File: config.mk
export PLATFORM = sky130hd
export DESIGN_NAME = dly_train_ctrl
export DESIGN_NICKNAME = d
export VERILOG_FILES = /design/src/rtl/dly_train_ctrl.sv
export SDC_FILE = /design/constraint.sdc
export NUM_CORES = 1
export LEC_CHECK = 0
export ABC_AREA = 1
export CORE_UTILIZATION = 60
export DETAILED_ROUTE_END_ITERATION = 16
export PLACE_DENSITY = 0.9
export SYNTH_ARGS = -nofsm -noshare
export SYNTH_HDL_FRONTEND = slang
export SYNTH_SLANG_ARGS = --single-unit
File: constraint.sdc
create_clock -name SCLK -period 13.2 [get_ports SCLK]
set_input_delay 2.64 -clock SCLK [delete_from_list [all_inputs] [get_ports SCLK]]
set_output_delay 2.64 -clock SCLK [all_outputs]
set_load 0.1 [all_outputs]
File: src/rtl/dly_train_ctrl.sv
// Delay-line training controller: sweeps the tap upward to find the first passing
// window of at least MIN_EYE taps, then steps back down to the window centre.
module dly_train_ctrl #(
    parameter int INIT_TAP   = 0,
    parameter int SETTLE_CYC = 4,
    parameter int MIN_EYE    = 4
) (
    input  logic       SCLK,
    input  logic       RST,
    input  logic       START,
    input  logic       PASS,
    input  logic       PASS_VLD,
    input  logic       CFLAG,
    output logic       LOADN,
    output logic       MOVE,
    output logic       DIRECTION,
    output logic [6:0] TAP,
    output logic       DONE,
    output logic       FAIL
);
    typedef enum logic [3:0] {
        IDLE, LOAD, SETTLE, SAMPLE, STEP, GAP, CTR_STEP, CTR_GAP, FINISH
    } state_t;

    localparam logic [6:0] INIT_TAP7   = 7'(INIT_TAP);
    localparam logic [7:0] SETTLE_LAST = 8'(SETTLE_CYC - 1);
    localparam logic [7:0] MIN_EYE8    = 8'(MIN_EYE);

    state_t     state, state_n;
    logic [7:0] settle_cnt, settle_cnt_n;
    logic [6:0] tap, tap_n;
    logic [6:0] left, left_n;
    logic [6:0] right, right_n;
    logic       in_eye, in_eye_n;
    logic       centering, centering_n;
    logic       dir, dir_n;
    logic [7:0] step_cnt, step_cnt_n;
    logic       done, done_n;
    logic       fail, fail_n;

    logic       eye_ok;
    logic [7:0] span8, center8, dn8;

    always_ff @(posedge SCLK or posedge RST) begin
        if (RST) begin
            state      <= IDLE;
            settle_cnt <= 8'd0;
            tap        <= INIT_TAP7;
            left       <= 7'd0;
            right      <= 7'd0;
            in_eye     <= 1'b0;
            centering  <= 1'b0;
            dir        <= 1'b0;
            step_cnt   <= 8'd0;
            done       <= 1'b0;
            fail       <= 1'b0;
        end else begin
            state      <= state_n;
            settle_cnt <= settle_cnt_n;
            tap        <= tap_n;
            left       <= left_n;
            right      <= right_n;
            in_eye     <= in_eye_n;
            centering  <= centering_n;
            dir        <= dir_n;
            step_cnt   <= step_cnt_n;
            done       <= done_n;
            fail       <= fail_n;
        end
    end

    always_comb begin
        state_n      = state;
        settle_cnt_n = settle_cnt;
        tap_n        = tap;
        left_n       = left;
        right_n      = right;
        in_eye_n     = in_eye;
        centering_n  = centering;
        dir_n        = dir;
        step_cnt_n   = step_cnt;
        done_n       = done;
        fail_n       = fail;
        eye_ok       = 1'b0;
        span8        = 8'd0;
        center8      = 8'd0;
        dn8          = 8'd0;

        case (state)
            IDLE: begin
                if (START) state_n = LOAD;
            end
            LOAD: begin
                tap_n       = INIT_TAP7;
                left_n      = 7'd0;
                right_n     = 7'd0;
                in_eye_n    = 1'b0;
                centering_n = 1'b0;
                dir_n       = 1'b0;
                state_n     = SETTLE;
            end
            SETTLE: begin
                if (settle_cnt == SETTLE_LAST) begin
                    settle_cnt_n = 8'd0;
                    state_n      = centering ? CTR_STEP : SAMPLE;
                end else begin
                    settle_cnt_n = settle_cnt + 8'd1;
                end
            end
            SAMPLE: begin
                if (PASS_VLD) begin
                    if (PASS && !in_eye) begin
                        left_n   = tap;
                        in_eye_n = 1'b1;
                    end else if (!PASS && in_eye) begin
                        // Run closed by a failing tap; its width is tap - left.
                        in_eye_n = 1'b0;
                        right_n  = tap - 7'd1;
                        if (({1'b0, tap} - {1'b0, left}) >= MIN_EYE8) eye_ok = 1'b1;
                    end

                    if (!eye_ok && (tap == 7'd127 || CFLAG)) begin
                        if (in_eye_n && (({1'b0, tap} - {1'b0, left_n} + 8'd1) >= MIN_EYE8)) begin
                            eye_ok  = 1'b1;
                            right_n = tap;
                        end else begin
                            fail_n  = 1'b1;
                            state_n = FINISH;
                        end
                    end

                    if (eye_ok) begin
                        span8   = {1'b0, right_n} - {1'b0, left_n};
                        center8 = {1'b0, left_n} + (span8 >> 1);
                        dn8     = {1'b0, tap} - center8;
                        if (dn8 == 8'd0) begin
                            done_n  = 1'b1;
                            state_n = FINISH;
                        end else begin
                            // Direction flips here so it is stable a cycle before the first down MOVE.
                            step_cnt_n  = dn8;
                            centering_n = 1'b1;
                            dir_n       = 1'b1;
                            state_n     = SETTLE;
                        end
                    end else if (state_n == SAMPLE) begin
                        state_n = STEP;
                    end
                end
            end
            STEP: begin
                state_n = GAP;
            end
            GAP: begin
                tap_n   = tap + 7'd1;
                state_n = SETTLE;
            end
            CTR_STEP: begin
                state_n = CTR_GAP;
            end
            CTR_GAP: begin
                tap_n      = tap - 7'd1;
                step_cnt_n = step_cnt - 8'd1;
                if (step_cnt == 8'd1) begin
                    done_n      = 1'b1;
                    centering_n = 1'b0;
                    state_n     = FINISH;
                end else begin
                    state_n = SETTLE;
                end
            end
            FINISH: begin
                if (START) begin
                    done_n  = 1'b0;
                    fail_n  = 1'b0;
                    state_n = LOAD;
                end
            end
            default: state_n = IDLE;
        endcase
    end

    assign LOADN     = (state != LOAD);
    assign MOVE      = (state == STEP) || (state == CTR_STEP);
    assign DIRECTION = dir;
    assign TAP       = tap;
    assign DONE      = done;
    assign FAIL      = fail;

endmodule

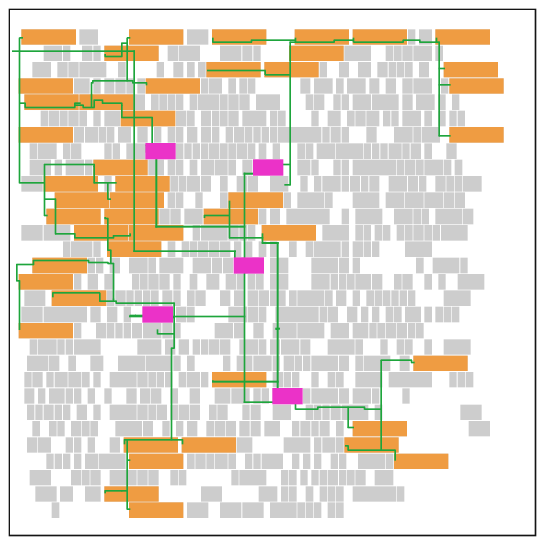
*Clock distribution, run 1*
Scale: 6 px per um.
Key: flip-flops = orange [count 46]; clock-net drivers = magenta [count 5]; clock wires = green [length 661 um]
There are 6 routed clock nets. Position of the flops: widely spread.
setup clock skew after layout: 0.0108 ns
clock insertion delay at the later pin of the skew report: 0.32 ns

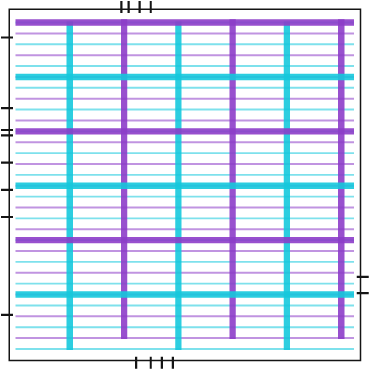
*PDN straps and rails, run 1*
Scale: 4 px per um. Pins as bars on the die edge.
Key: VSS = cyan; VDD = purple
6 straps on met5. The core has 30 rows. 6 straps on met4. 18 signal pins sit on the boundary. 31 met1 rails follow the rows.

==> flow_metrics.py, run 1 <==
# Physical implementation metrics
metrics = {
    "run_status": {
        "outcome": "completed",
    },
    "setup_path": {
        "worstPathRequired_ns": 13.41,
        "r2r_cells": 39,
        "crit_top_cell": "sky130_fd_sc_hd__nand2_1",
        "end_kind": "flip-flop",
        "arrival_ns": 10.05,
        "critPathMaxFanout": 13,
        "setup.worst_path.start": "PASS",
        "max_stage_delay_ns": 0.57,
        "worstSetupEndpoint": "step_cnt[2]",
        "r2r_slack_ns": 5.85,
        "timing.critical_path.slowest_stage_cell": "sky130_fd_sc_hd__clkdlybuf4s50_1",
    },
    "finish": {
        "nets": 712,
        "final_layout_size_suffix_gt1_frac": 0.0634,
        "antennaDiodeCount": 0,
        "n_all_inverters": 114,
        "stdcell_count": 758,
        "n_fill_cell": 568,
        "area_growth_syn_to_layout_pct": 7.85,
    },
    "timing": {
        "setup_tns_ns": 0,
        "slew_headroom": 0.341,
        "hold_ws_ns": 0.493,
        "timing.fmax_ghz": 0.102,
        "setup_violators_final": 0,
        "layout_min_cycle_time_ns": 9.84,
    },
    "clock_network": {
        "number_of_gates_resized_after_cts": 0,
        "cts_buffer_depth": 2,
        "setup_fix_buffers_added_after_clock_tree_synthesis": 0,
    },
    "logic_synthesis": {
        "yosysChipArea_um2": 4380,
        "synth.comb.largest_family": "simple AND/OR/NAND/NOR gates",
        "top_cell_area_share": 0.263,
        "yosys-stat-cells": 644,
        "synth-warning-count": 0,
        "fp_nets": 695,
        "ys_sh_adder": 0.139,
        "largest_area_cell": "sky130_fd_sc_hd__dfrtp_1",
        "synth-edff-count": 0,
        "compound_area_frac": 0.125,
        "synth.most_common_cell": "sky130_fd_sc_hd__nand2_1",
    },
    "routing": {
        "wl_mm": 11.1,
        "drc_errors_left": 0,
        "routedWlPerCell_um": 14.6,
        "drt_iter0_markers": 416,
        "dr.pass1.iters": 5,
    },
    "grt": {
        "overflow": 0,
        "use_met1": 0.421,
        "globalRouteTotalUtil": 0.311,
        "first_pass_grt_wire_length_mm": 18.5,
        "grt.met2_usage": 0.500,
        "busiest_layer": "met2",
    },
    "placed_design": {
        "place_congestion": 0.986,
        "dp.cells": 750,
    },
    "floorplan": {
        "floorplanUtilization": 0.634,
        "row_count": 30,
        "floorplan_die_width_um": 87.5,
        "floorplan.die_area_um2": 7650,
        "core_um2": 6910,
    },
    "min_path": {
        "min_path_type": "reg -> reg",
        "min_from": "settle_cnt[7]",
        "min_path_cells": 1,
    },
}
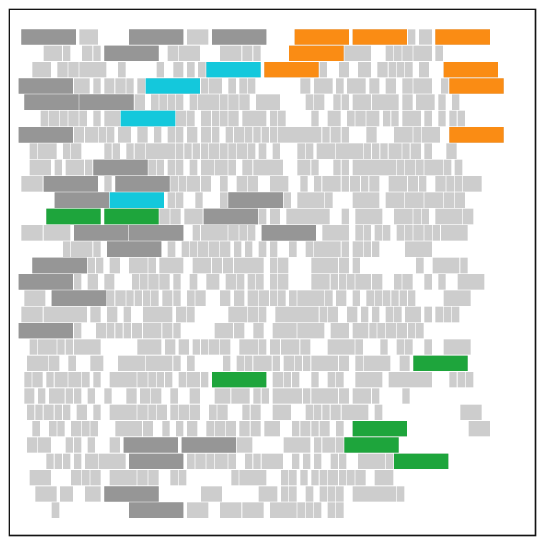
*Register map, names as in the netlist, run 1*
Scale: 6 px per um.
Key: step_cnt = orange [flops 8, where upper right]; TAP = green [flops 7]; state = cyan [flops 4]
Another 27 sequential cells are not colored.
Reg area: 1150 um^2

### Cells colored by class, run 1

Scale: 6 px per um. Fill, decap, tap and diode cells in gray.
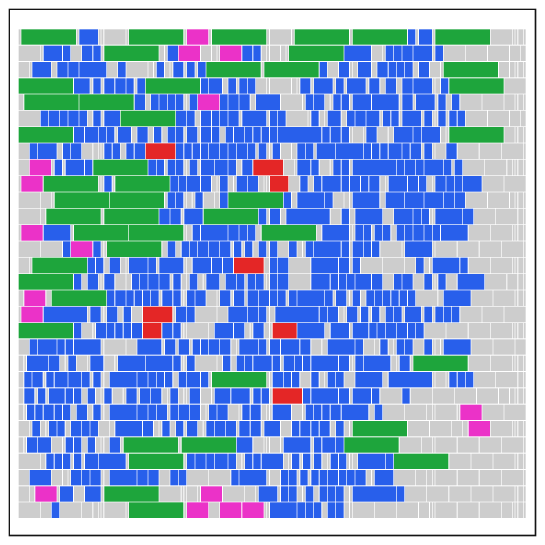

## Run 2: what changed since run 1
==> constraint.sdc (replaced) <==
create_clock -name SCLK -period 9.15 [get_ports SCLK]
set_input_delay 1.83 -clock SCLK [delete_from_list [all_inputs] [get_ports SCLK]]
set_output_delay 1.83 -clock SCLK [all_outputs]
set_load 0.1 [all_outputs]
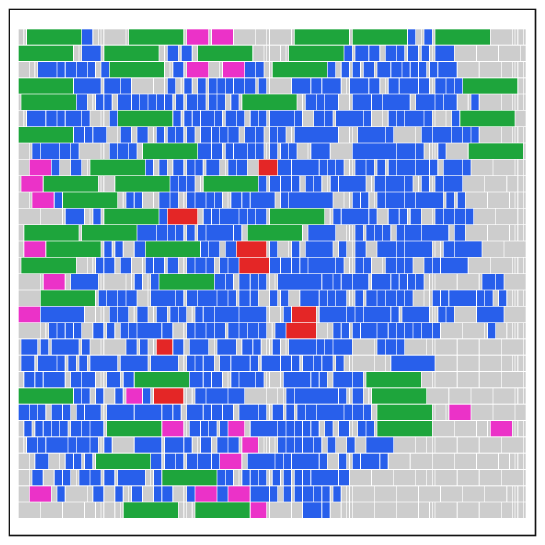
*Cells colored by class, run 2*
Scale: 6 px per um. Fill, decap, tap and diode cells in gray.
Key: clock drivers and dummy loads = red [cells 8, share of their area 2.1%]; remaining logic cells = blue [cells 591, share of their area 69%]; sequential cells = green [cells 46, share of their area 25%]; remaining buffers and delay cells = magenta [cells 21, share of their area 4.3%]
core occupancy in the finished layout: 0.690
sequential portion of the cell area: 0.242
core footprint: 6910 um^2
final std cell area, no fill: 4760 um^2
num rows: 30

==> run 2 against run 1 <==
Critical path depth rose by 2. Area after synthesis did not move. Wire length rose by 1.5%. Non-clock buffer count rose by 4. Register-to-register slack got worse by 3.5 ns. Count of clock-buffer cells in the layout did not move. Die area did not move. Clock skew rose by 0.0049 ns. Global-route usage rose by 0.52 points. Synthesized cell count did not move.
==> flow_metrics.py, run 2 <==
# Physical implementation metrics
metrics = {
    "logic_synthesis": {
        "post_synth_inst_count": 644,
        "yosys-stat-cells": 644,
        "compound_area_frac": 0.125,
        "synth-warning-count": 0,
        "largest_area_cell": "sky130_fd_sc_hd__dfrtp_1",
        "top_cell_area_share": 0.263,
        "average_cell_area_after_synthesis_um2": 6.80,
        "yosysChipArea_um2": 4380,
        "fp_nets": 695,
        "netlist_area_um2": 4380,
        "postSynthSeqShare": 0.263,
        "synth.comb.largest_family": "simple AND/OR/NAND/NOR gates",
        "area_leaders": "sky130_fd_sc_hd__dfrtp_1, sky130_fd_sc_hd__nand2_1, sky130_fd_sc_hd__ha_1",
        "synth.most_common_cell": "sky130_fd_sc_hd__nand2_1",
        "synth-edff-count": 0,
        "yosys-top-cells-count": "sky130_fd_sc_hd__nand2_1, sky130_fd_sc_hd__inv_1, sky130_fd_sc_hd__nor2_1, sky130_fd_sc_hd__nand3_1, sky130_fd_sc_hd__o21ai_0",
        "ys_sh_adder": 0.139,
    },
    "finish": {
        "nets": 716,
        "reg_area_um2": 1150,
        "final_layout_size_suffix_gt1_frac": 0.0706,
        "bufAreaShareNonClock": 0.0420,
        "n_sequential_cell": 46,
        "antennaDiodeCount": 0,
        "final-comb-area_um2": 2770,
        "non_clock_buffer_count": 21,
        "stdcell_count": 762,
        "largest_registers": "settle_cnt x8, step_cnt x8",
        "n_fill_cell": 579,
        "area_growth_syn_to_layout_pct": 8.71,
        "n_all_inverters": 114,
    },
    "grt": {
        "globalRouteTotalUtil": 0.316,
        "overflow": 0,
        "first_pass_grt_wire_length_mm": 18.8,
    },
    "setup_path": {
        "max_stage_delay_ns": 0.57,
        "cp_top_family": "simple AND/OR/NAND/NOR gates",
        "worst-path-stages": 43,
        "crit_top_cell": "sky130_fd_sc_hd__nand2_1",
        "worstPathRequired_ns": 9.36,
        "arrival_ns": 8.71,
        "r2r_cells": 41,
        "end_kind": "flip-flop",
        "setup.worst_path.start": "PASS",
        "r2r_start": "TAP[1]",
        "worstSetupEndpoint": "step_cnt[2]",
        "timing.critical_path.slowest_stage_cell": "sky130_fd_sc_hd__clkdlybuf4s50_1",
        "critPathMaxFanout": 13,
        "r2r_slack_ns": 2.32,
        "critical_path_class": "in -> reg",
    },
    "min_path": {
        "min_path_type": "reg -> reg",
        "min_path_cells": 1,
        "min_from": "settle_cnt[7]",
    },
    "routing": {
        "drc_errors_left": 0,
        "wl_mm": 11.3,
        "dr.pass1.iters": 6,
        "ant_nets": 0,
        "wl_met2_mm": 5.09,
        "routed-wl-met3_um": 906,
        "drt_iter0_markers": 441,
        "routedWlPerCell_um": 14.8,
        "vias": 4410,
    },
    "floorplan": {
        "floorplan_die_width_um": 87.5,
        "floorplan.die_area_um2": 7650,
        "floorplanUtilization": 0.634,
    },
    "timing": {
        "slew_headroom": 0.343,
        "final.period_utilization": 0.928,
        "layout_min_cycle_time_ns": 8.49,
        "setup_tns_ns": 0,
        "timing.fmax_ghz": 0.118,
        "fin_worst_skew_ns": 0.0158,
        "hold_ws_ns": 0.504,
        "setup_violators_final": 0,
    },
    "clock_network": {
        "clk-insertion-delay-late_ns": 0.31,
        "number_of_gates_resized_after_cts": 0,
        "cts_hold_repair.buffers": 0,
        "cts_buffer_depth": 2,
        "setup_fix_buffers_added_after_clock_tree_synthesis": 0,
    },
    "run_status": {
        "outcome": "completed",
    },
    "placed_design": {
        "dp_slack_ns": 0.193,
        "dp.cells": 754,
        "place_congestion": 1.07,
    },
}
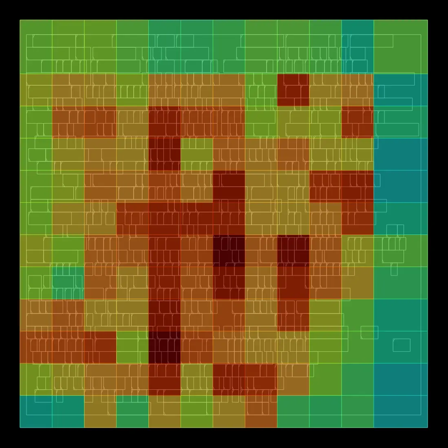
*Congestion heat map, run 2*
Most Crowded Layer GR: met2
met2 usage in global routing: 0.509
met1 track demand over resource: 0.432
met3 GRT Util: 0.0427

